final_placement.png
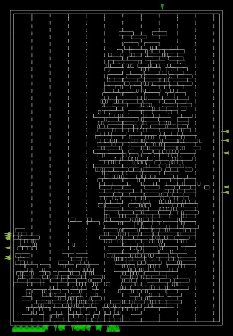
port_nets.png
(2 px per µm)
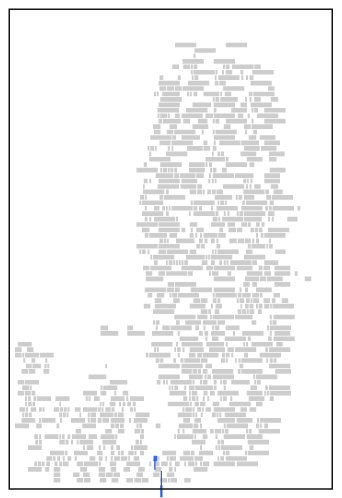
metal_stack.png
(1.5 px per µm) Two of the layers only.
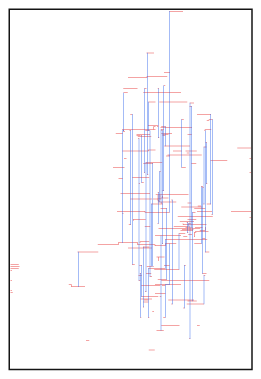
**src/rtl/branch_pred.sv**
```systemverilog
// branch_pred: 2-bit saturating-counter branch predictor, predicts at fetch, resolves/trains at decode
//
// Optional feature: define BP_GSHARE_EN to XOR an INDEX_W-bit global history into the fetch index.
//
// Ports:
//   clk, rst            pipeline clock, synchronous active-high reset
//   f_pc, f_valid       fetch-stage PC and valid
//   f_pred_taken        prediction for the fetch instruction (combinational)
//   stall_d, flush_d    IF/ID hold and invalidate
//   d_is_branch         decode instruction is a conditional branch
//   d_taken             actual outcome from the decode comparator
//   d_pred_taken        prediction carried with the decode instruction
//   mispredict          decode branch outcome differs from its prediction
//   mispredict_taken    redirect direction: 1 = branch target, 0 = fall-through
//   stat_branches       saturating count of resolved branches
//   stat_mispredicts    saturating count of mispredictions
module branch_pred #(
    parameter int INDEX_W = 6,
    parameter int STAT_W  = 16
) (
    input  logic              clk,
    input  logic              rst,
    input  logic [31:0]       f_pc,
    input  logic              f_valid,
    output logic              f_pred_taken,
    input  logic              stall_d,
    input  logic              flush_d,
    input  logic              d_is_branch,
    input  logic              d_taken,
    output logic              d_pred_taken,
    output logic              mispredict,
    output logic              mispredict_taken,
    output logic [STAT_W-1:0] stat_branches,
    output logic [STAT_W-1:0] stat_mispredicts
);
    localparam int N = 1 << INDEX_W;

    logic [1:0]         cnt_q [N];
    logic               d_valid_q, d_valid_d;
    logic [INDEX_W-1:0] d_idx_q, d_idx_d;
    logic               d_pred_q, d_pred_d;
    logic [STAT_W-1:0]  br_q, br_d, mp_q, mp_d;
    logic [INDEX_W-1:0] f_idx;
    logic [1:0]         cur, upd;
    logic               res;
    logic               unused_pc;

    assign unused_pc = ^{f_pc[31:INDEX_W+2], f_pc[1:0]};

`ifdef BP_GSHARE_EN
    logic [INDEX_W-1:0] ghr_q, ghr_d;
    assign f_idx = f_pc[INDEX_W+1:2] ^ ghr_q;
    assign ghr_d = res ? {ghr_q[INDEX_W-2:0], d_taken} : ghr_q;
    always_ff @(posedge clk)
        ghr_q <= rst ? '0 : ghr_d;
`else
    assign f_idx = f_pc[INDEX_W+1:2];
`endif

    // No bypass: a same-cycle training write is not visible to this read.
    assign f_pred_taken     = f_valid & cnt_q[f_idx][1];
    assign d_pred_taken     = d_pred_q;
    assign res              = d_valid_q & d_is_branch & ~stall_d;
    assign mispredict       = res & (d_taken != d_pred_q);
    assign mispredict_taken = mispredict & d_taken;
    assign stat_branches    = br_q;
    assign stat_mispredicts = mp_q;

    assign cur = cnt_q[d_idx_q];
    assign upd = d_taken ? (cur == 2'd3 ? cur : cur + 2'd1)
                         : (cur == 2'd0 ? cur : cur - 2'd1);

    always_comb begin
        d_valid_d = flush_d ? 1'b0 : stall_d ? d_valid_q : f_valid;
        d_idx_d   = flush_d ? '0   : stall_d ? d_idx_q   : f_idx;
        d_pred_d  = flush_d ? 1'b0 : stall_d ? d_pred_q  : f_pred_taken;
        br_d      = (res & ~&br_q) ? br_q + 1'b1 : br_q;
        mp_d      = (mispredict & ~&mp_q) ? mp_q + 1'b1 : mp_q;
    end

    always_ff @(posedge clk) begin
        if (rst) begin
            for (int i = 0; i < N; i++)
                cnt_q[i] <= 2'd1;
            d_valid_q <= 1'b0;
            d_idx_q   <= '0;
            d_pred_q  <= 1'b0;
            br_q      <= '0;
            mp_q      <= '0;
        end else begin
            if (res)
                cnt_q[d_idx_q] <= upd;
            d_valid_q <= d_valid_d;
            d_idx_q   <= d_idx_d;
            d_pred_q  <= d_pred_d;
            br_q      <= br_d;
            mp_q      <= mp_d;
        end
    end
endmodule

```
**config.mk**
```make
export PLATFORM = sky130hd
export DESIGN_NAME = branch_pred
export DESIGN_NICKNAME = d
export VERILOG_FILES = /design/src/rtl/branch_pred.sv
export SDC_FILE = /design/constraint.sdc
export NUM_CORES = 1
export LEC_CHECK = 0
export CORE_ASPECT_RATIO = 1.5
export CORE_MARGIN = 2
export CORE_UTILIZATION = 25
export CTS_CLUSTER_DIAMETER = 80
export DETAILED_ROUTE_END_ITERATION = 7
export GPL_TIMING_DRIVEN = 0
export HOLD_SLACK_MARGIN = 0.02
export SYNTH_ARGS = -nofsm -noshare
export SYNTH_HDL_FRONTEND = slang
export SYNTH_SLANG_ARGS = --single-unit
```
**constraint.sdc**
```tcl
create_clock -name clk -period 3.07 [get_ports clk]
set_input_delay 0.614 -clock clk [delete_from_list [all_inputs] [get_ports clk]]
set_output_delay 0.614 -clock clk [all_outputs]
set_load 0.03 [all_outputs]
```
==> Slide: Implementation Results <==
Flow Results at a Glance

Placement
  – Dpl ws: -1.54 ns

Power and ir drop
  – Internal cell power: 0.00390 W
  – Total Power: 0.00528 W
  – Power share of the clock group: 41.3%

GRT
  – Initial antenna violation count: 0
  – Met3 usage: about 2.1%
  – GR Util met2: 27.8%
  – Global route hottest layer: met2
  – First-pass GRT wire length: 42.9 mm

Yosys
  – Synth Instances: a little over 800
  – Syn_area_per_cell: 11.4 µm²
  – Top cell type's share of synthesized area: 41.7%
  – Yosys top cell by area: edfxtp_1
  – XOR Share, Synth: under 10%
  – Main flop type: edfxtp_1

Final layout
  – ClkCell Share: under 10%
  – Most used logic cell in the final layout: edfxtp_1
  – Top cells excl fill/tap: edfxtp_1 (128), nor2_1 (106), nand2_1 (90)
  – Register area: 4770 µm²
  – Fill count: 3,786
  – Area Growth Syn to Fin: 20.5%
  – Data buffer area share: 9.07%

Outcome
  – Outcome: finished with violations
  – Failing checks: setup timing

Hold path
  – Hold Path Sink: d_valid_q

STA
  – Count of final setup violators: 1
  – Final period utilization: 100%
  – Relative slew slack: 19.8%
  – Setup Skew: 0.0154 ns
  – Final WS setup: -0.00468 ns

Routing
  – Post-route ant nets: 0

Setup path
  – Crit path capture: f_pred_taken
  – Crit Path Category: reg2out

Die
  – Initial Utilization: 25.2%

Clock tree
  – Skew-Pair Late Insertion Delay: 0.45 ns
## Picture notes: final_placement.png
flop share of the area: 43.0%
# rows: 86
Tap Cells: 484

## Picture notes: port_nets.png
[mispredict_taken] blue | bits: 1 | direction: output | edge: bottom | end cells: 1 | buffers: 1 | wire: 13.6 µm
IO Pins: 75
IO Port Bufs: 43

## Picture notes: metal_stack.png
[met3] red | wire length: 1,120 µm
[met4] blue | wire length: 2,420 µm
total track usage: 15.2%
WL final: 28.2 mm
vias post-DR: 6,749
drt wl/cell: 20.5 µm

Power is estimated from default activity; no workload was simulated.
